`src/rtl/cpu_checker_arbiter.sv`:
```
// cpu_checker_arbiter: shares one cpu_checker between two trace-character sources one whole
// record at a time, routes each verdict back to its source and times out stalled records.
module cpu_checker_arbiter #(
   parameter int unsigned STALL_MAX = 16,
   parameter logic [7:0]  IDLE_CHAR = 8'h00
) (
   input  logic        clk,
   input  logic        reset,
   input  logic [7:0]  src0_char,
   input  logic        src0_valid,
   output logic        src0_ready,
   input  logic [7:0]  src1_char,
   input  logic        src1_valid,
   output logic        src1_ready,
   output logic [7:0]  chk_char,
   input  logic [1:0]  chk_format_type,
   input  logic [3:0]  chk_error_code,
   output logic        res_valid,
   output logic        res_src,
   output logic [1:0]  res_format,
   output logic [3:0]  res_error,
   output logic        res_abort,
   output logic [15:0] pass_cnt0,
   output logic [15:0] pass_cnt1,
   output logic [7:0]  abort_cnt,
   output logic        owner,
   output logic        busy
);
   localparam logic [7:0] TERM = 8'h23;
   typedef enum logic {IDLE, BUSY} state_t;
   state_t      state_q, state_d;
   logic        owner_q, owner_d, prio_q, prio_d;
   logic [7:0]  timer_q, timer_d, chk_q, chk_d, abort_q, abort_d;
   logic [2:0]  tag1_q, tag1_d, tag2_q;
   logic [15:0] pass0_q, pass0_d, pass1_q, pass1_d;
   logic        res_valid_q, res_src_q, res_abort_q;
   logic [1:0]  res_format_q;
   logic [3:0]  res_error_q;
   logic        own_valid, hs, done, timeout;
   logic [7:0]  own_char;

   always_comb begin
      own_valid = owner_q ? src1_valid : src0_valid;
      own_char  = owner_q ? src1_char : src0_char;
      hs        = state_q == BUSY && own_valid;
      done      = hs && own_char == TERM;
      timeout   = state_q == BUSY && !own_valid && timer_q == 8'(STALL_MAX - 1);
   end

   always_ff @(posedge clk or posedge reset)
      if (reset) state_q <= IDLE;
      else state_q <= state_d;

   always_comb begin
      state_d = state_q == IDLE ? (src0_valid || src1_valid ? BUSY : IDLE)
                                : (done || timeout ? IDLE : BUSY);
      owner_d = state_q == IDLE && (src0_valid || src1_valid)
                ? (src0_valid && src1_valid ? prio_q : src1_valid) : owner_q;
   end

   always_comb begin
      src0_ready = state_q == BUSY && !owner_q;
      src1_ready = state_q == BUSY && owner_q;
   end

   // Tag layout {valid, src, abort}; stage 2 lines up with the checker's verdict.
   always_comb begin
      prio_d  = done || timeout ? !owner_q : prio_q;
      timer_d = state_q == IDLE || hs ? 8'd0 : timer_q + 8'd1;
      chk_d   = timeout ? TERM : hs ? own_char : IDLE_CHAR;
      tag1_d  = {done || timeout, owner_q, timeout};
      abort_d = timeout && abort_q != 8'hff ? abort_q + 8'd1 : abort_q;
      pass0_d = tag2_q[2] && !tag2_q[1] && !tag2_q[0] && chk_format_type != 2'd0 ? pass0_q + 16'd1 : pass0_q;
      pass1_d = tag2_q[2] && tag2_q[1] && !tag2_q[0] && chk_format_type != 2'd0 ? pass1_q + 16'd1 : pass1_q;
   end

   always_ff @(posedge clk or posedge reset)
      if (reset) begin
         owner_q      <= 1'b0;
         prio_q       <= 1'b0;
         timer_q      <= 8'd0;
         chk_q        <= IDLE_CHAR;
         abort_q      <= 8'd0;
         tag1_q       <= 3'd0;
         tag2_q       <= 3'd0;
         pass0_q      <= 16'd0;
         pass1_q      <= 16'd0;
         res_valid_q  <= 1'b0;
         res_src_q    <= 1'b0;
         res_format_q <= 2'd0;
         res_error_q  <= 4'd0;
         res_abort_q  <= 1'b0;
      end else begin
         owner_q     <= owner_d;
         prio_q      <= prio_d;
         timer_q     <= timer_d;
         chk_q       <= chk_d;
         abort_q     <= abort_d;
         tag1_q      <= tag1_d;
         tag2_q      <= tag1_q;
         pass0_q     <= pass0_d;
         pass1_q     <= pass1_d;
         res_valid_q <= tag2_q[2];
         if (tag2_q[2]) begin
            res_src_q    <= tag2_q[1];
            res_abort_q  <= tag2_q[0];
            res_format_q <= chk_format_type;
            res_error_q  <= chk_error_code;
         end
      end

   assign chk_char   = chk_q;
   assign res_valid  = res_valid_q;
   assign res_src    = res_src_q;
   assign res_format = res_format_q;
   assign res_error  = res_error_q;
   assign res_abort  = res_abort_q;
   assign pass_cnt0  = pass0_q;
   assign pass_cnt1  = pass1_q;
   assign abort_cnt  = abort_q;
   assign owner      = owner_q;
   assign busy       = state_q == BUSY;
endmodule

```
`config.mk`:
```
export PLATFORM = sky130hd
export DESIGN_NAME = cpu_checker_arbiter
export DESIGN_NICKNAME = d
export VERILOG_FILES = /design/src/rtl/cpu_checker_arbiter.sv
export SDC_FILE = /design/constraint.sdc
export NUM_CORES = 1
export LEC_CHECK = 0
export ABC_AREA = 1
export CAP_MARGIN = 20
export CORE_ASPECT_RATIO = 1.2
export CORE_MARGIN = 2
export CORE_UTILIZATION = 54
export DETAILED_ROUTE_END_ITERATION = 7
export PLACE_DENSITY_LB_ADDON = 0.08
export SYNTH_ARGS = -nofsm -noshare
export SYNTH_HDL_FRONTEND = slang
export SYNTH_SLANG_ARGS = --single-unit
```
`constraint.sdc`:
```
create_clock -name clk -period 3.65 [get_ports clk]
set_input_delay 0.73 -clock clk [delete_from_list [all_inputs] [get_ports clk]]
set_output_delay 0.73 -clock clk [all_outputs]
set_load 0.005 [all_outputs]
```
run_1/sizing.png
Scale: 4 px per um.
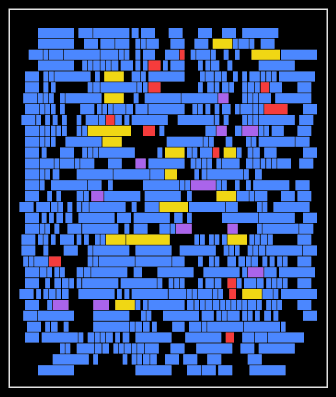
Key: blue = x1 and smaller [cells 501]; purple = x3 and x4 [cells 11]; yellow = x6 and larger [cells 16]; red = x2 [cells 12]

run_1/port_trees.png
Scale: 3 px per um.
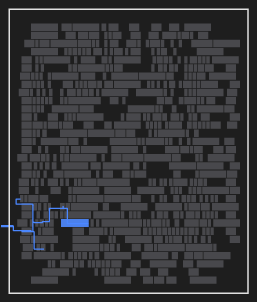
Key: blue = busy [direction output, edge left, end cells 1, wire 68.2 um]

run_1/pinout.png
Scale: 4 px per um. Pins as bars across the die edge, other pins in grey.
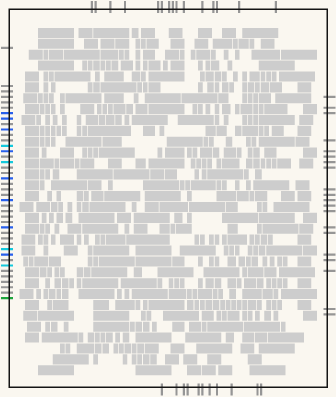
Key: cyan = chk_error_code [pins 4, direction input, edge left]; green = busy [pins 1, direction output, edge left]; blue = src0_char [pins 8, direction input, edge left]
All pins by edge: 41 left, 20 right, 15 top, 11 bottom.

==> flow_metrics.env, run 1 <==
# source this file to load flow results
export IMPL_detailedRoute_firstIterationViolations=97
export IMPL_final_antenna_net_count=0
export IMPL_grt_max_degree=30
export IMPL_common_cells="nand2_1, dfrtp_1, nor2_1"
export IMPL_final_instance_count_excl_fill=625
export IMPL_remaining_drc_errors=0
export IMPL_tritoncts="done"
export IMPL_critical_path_class="reg -> out"
export IMPL_cts_max_path_buffers=2
export IMPL_synth_area_per_cell_um2=8.29
export IMPL_finalWorstPathRequiredPeriod_ps=2390
export IMPL_clock_latency_late_pin_ps=350
export IMPL_ys_warnings_count=0
export IMPL_total_die_size_um2=7450
export IMPL_drt_pass1_iter_count=5
export IMPL_core_region_area_um2=6490
export IMPL_run_status="complete, no violations"
export IMPL_global_route_wire_length_before_repair_mm=13.0
export IMPL_crit_path_start_kind="flop"
export IMPL_antenna_violations_before_repair=0
export IMPL_first_global_vias=2964
export IMPL_final_core_utilization=0.743
run 1: power breakdown:
part | leakage (nW) | internal (W) | switching, W
clock network | 0.109 | 0.000405 | 0.000316
logic | 1.28 | 0.000269 | 0.000235
registers | 0.969 | 0.000930 | 0.0000949
total | 2.36 | 0.00160 | 0.000646
run 1: state kept, by name (all words and copies together) (netlist names):
register,count
prio_q,1
res_valid,1
tag1_q,3
tag2_q,3
owner,1
res_src,1
timer_q,8
abort_cnt,8
busy,1
res_format,2
pass_cnt0,16
chk_char,8
pass_cnt1,16
res_abort,1
res_error,4
run 1: layer usage:
layer	GRT usage	wire (um)	share of wire
met4	0.125	206	0.026
met1	0.258	3200	0.41
met2	0.383	3900	0.50
met3	0.0577	485	0.062
met5	0	0	0
run 1: critical path: cells and delay by family, from the launching register on:
kind	cells	cell delay [ps]
buf+inv	2	560
flops	1	660
simple gates	1	90
run 1: stage by stage:
stage / instance area, um2 / worst slack [ps] / hold WS (ps)
2_1_floorplan: 3660 / 1040 / 331
5_1_grt: 4820 / 1190 / 364
4_1_cts: 4820 / 1240 / 353
3_5_place_dp: 4590 / 1360 / 336
6_report: 4820 / 1260 / 352
3_3_place_gp: 4590 / 1410 / 332
run 1: worst paths after layout:
| check | start | to | slack, ps | depth (start not counted) |
|---|---|---|---|---|
| hold reg to reg | tag1_q[2]$_DFF_PP0_ | tag2_q[2]$_DFF_PP0_ | 350 | 0 |
| setup reg to reg | owner$_DFFE_PP0P_ | prio_q$_DFFE_PP0P_ | 1770 | 8 |
| max in group asynchronous | reset | pass_cnt1[15]$_DFFE_PP0P_ | 2100 | 3 |
| hold / removal | tag1_q[2]$_DFF_PP0_ | tag2_q[2]$_DFF_PP0_ | 350 | 0 |
| setup / recovery | owner$_DFFE_PP0P_ | src1_ready | 1260 | 3 |
| min in group asynchronous | reset | abort_cnt[5]$_DFFE_PP0P_ | 770 | 2 |
run 1: cell families (layout without fill, tap and decap cells):
kind of cell | Yosys count | in the layout | synth area share
AOI/OAI and AO/OA | 22 | 22 | 0.0349
adders and majority gates | 4 | 4 | 0.0137
and+or+nand+nor | 264 | 264 | 0.319
buffers and inverters | 52 | 151 | 0.0640
DFF | 74 | 74 | 0.507
xor gates and xnor gates | 25 | 25 | 0.0619
run 1: layout make-up:
class                      instances  share of cell area
sequential                        74               0.384
multi-input combinational        315               0.326
timing repair buffer              88               0.182
inverter                          47              0.0390
clock buffer                      10              0.0286
tap                               85              0.0221
clock inverter                     6              0.0184
run_1/placed.png
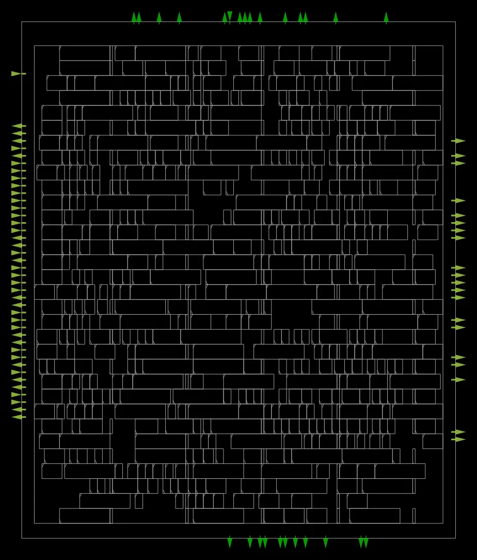

==> inputs of run 2 (changes only) <==
--- a/config.mk
+++ b/config.mk
@@ -9,7 +9,7 @@
 export CAP_MARGIN = 20
 export CORE_ASPECT_RATIO = 1.2
 export CORE_MARGIN = 2
-export CORE_UTILIZATION = 54
+export CORE_UTILIZATION = 50
 export DETAILED_ROUTE_END_ITERATION = 7
 export PLACE_DENSITY_LB_ADDON = 0.08
 export SYNTH_ARGS = -nofsm -noshare
==> constraint.sdc (replaced) <==
create_clock -name clk -period 2.4 [get_ports clk]
set_input_delay 0.48 -clock clk [delete_from_list [all_inputs] [get_ports clk]]
set_output_delay 0.48 -clock clk [all_outputs]
set_load 0.005 [all_outputs]
run_2/placed.png
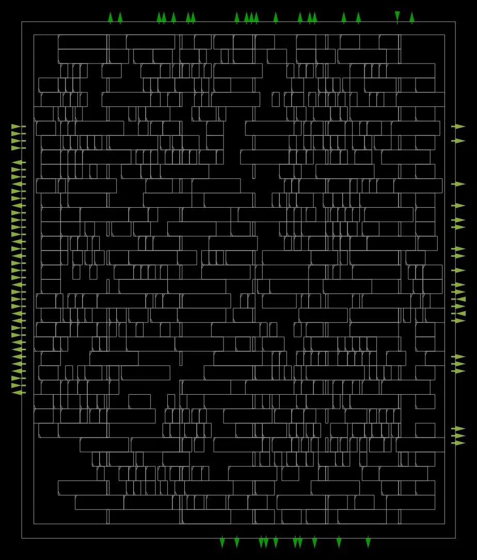
CORE AREA: 7190 um2
final core utilization: 0.676
tapcells inserted: 90

run_2/sizing.png
Scale: 4 px per um.
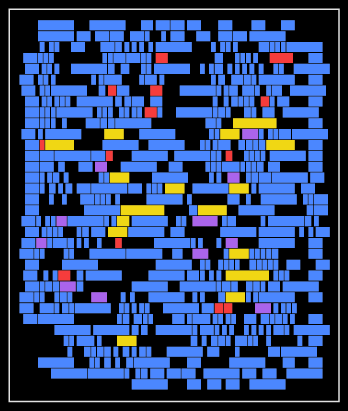
Key: purple = x3 and x4 [cells 11]; blue = x1 and smaller [cells 501]; yellow = x6 and larger [cells 16]; red = x2 [cells 13]

run_2/port_trees.png
Scale: 3 px per um.
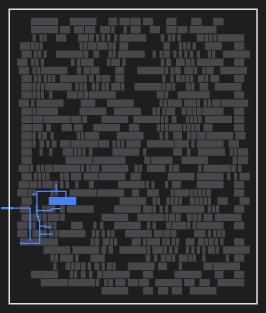
Key: blue = busy [direction output, edge left, end cells 1, wire 79.5 um]

==> run 2 against run 1 <==
  * Worst setup slack got worse by 910 ps
  * Sequential power increased by 51%
  * Via count decreased by 0.42%
  * First-iteration DRC count increased by 12%
  * Die size increased by 7.6%
  * Synthesized cell count unchanged
  * Cell area increased by 0.86%
  * Total power increased by 55%
  * Critical path depth unchanged
  * Clock-buffer cell count decreased by 1
  * Largest cell class unchanged
==> flow_metrics.env, run 2 <==
# source this file to load flow results
export IMPL_final_area_um2=4860
export IMPL_grt_max_degree=75
export IMPL_finalWorstPathRequiredPeriod_ps=2050
export IMPL_detailedRoute_firstIterationViolations=109
export IMPL_worst_slack_ps=352
export IMPL_final_antenna_net_count=0
export IMPL_top_usage_layer="met2"
export IMPL_cts_max_path_buffers=2
export IMPL_worst_hold_path_depth=0
export IMPL_clock_latency_late_pin_ps=340
export IMPL_rrSetupSlack_ps=760
export IMPL_drt_pass1_iter_count=4
export IMPL_worst_r2r_endpoint="pass_cnt0[10]$_DFFE_PP0P_"
export IMPL_synth_area_per_cell_um2=8.29
export IMPL_common_cells="nand2_1, dfrtp_1, nor2_1"
export IMPL_hp_start="tag1_q[0]$_DFF_PP0_"
export IMPL_worst_hold_path_endpoint="tag2_q[0]$_DFF_PP0_"
export IMPL_detailed_place_area_um2=4620
export IMPL_first_global_vias=2867
export IMPL_run_status="complete, no violations"
export IMPL_remaining_drc_errors=0
export IMPL_tritoncts="done"
export IMPL_antenna_violations_before_repair=0
export IMPL_ys_warnings_count=0
export IMPL_grt_met1_usage=0.237
export IMPL_groute_layer_met3_usage=0.0455
==> run 2: cell types whose count changed in the layout (fill, tap and decap cells not counted), sizes merged <==
| cell | delta |
|---|---|
| inv | -1 |
| bufinv | +1 |
| clkinv | +3 |
| clkbuf | -1 |
| clkinvlp | -2 |
| buf | +1 |
==> run 2: routing by layer <==
layer  share of wire  wire [um]
met1            0.43       3180
met2            0.49       3660
met3           0.057        422
met4           0.027        201
met5               0          0
==> run 2: logic make-up after synthesis <==
family	share of synthesized area
flip-flops	0.507
XOR/XNOR	0.0619
buffers and inverters	0.0640
adder cells (fa/ha/maj)	0.0137
AND-OR/OR-AND	0.0349
AND/OR/NAND/NOR	0.319
==> run 2: where the power goes <==
part / switching, W / internal, W / leakage [nW] / total, W
clock: 0.000468 / 0.000690 / 0.123 / 0.00116
sequential: 0.000130 / 0.00141 / 0.969 / 0.00154
combinational: 0.000357 / 0.000427 / 1.29 / 0.000784
==> run 2: cell type report <==
type,count,area [um2]
clock buffers,9,124
clock inverters,7,118
fillers,610,2330
inverters,47,188
multi-input cells,315,1570
flip-flops and latches,74,1850
well taps,90,113
repair buffers,89,896
==> run 2: how the worst max path moves through the flow <==
| stage | startpoint | to | slack, ps | cells past startpoint |
|---|---|---|---|---|
| 2_1_floorplan | reset | abort_cnt[0]$_DFFE_PP0P_ | 40 | 1 |
| 3_3_place_gp | chk_format_type[1] | pass_cnt0[10]$_DFFE_PP0P_ | 430 | 10 |
| 3_5_place_dp | chk_format_type[1] | pass_cnt0[10]$_DFFE_PP0P_ | 380 | 10 |
| 4_1_cts | busy$_DFF_PP0_ | src0_ready | 340 | 3 |
| 5_1_grt | busy$_DFF_PP0_ | src0_ready | 260 | 3 |
| 6_report | busy$_DFF_PP0_ | src0_ready | 350 | 3 |
==> run 2: worst max-delay path: stages, from the launching register on <==
cell and delay [ps]:
dfrtp_1 490, inv_1 140, nor2_1 100, clkdlybuf4s50_1 500
==> run 2: per-stage QoR <==
stage	util	hold WS (ps)
after global placement	0.642	333
after global routing	0.676	362
after CTS	0.676	352
final	0.676	351
after floorplan	-	331
after detailed placement	0.642	335
Power is estimated from default activity; no workload was simulated.
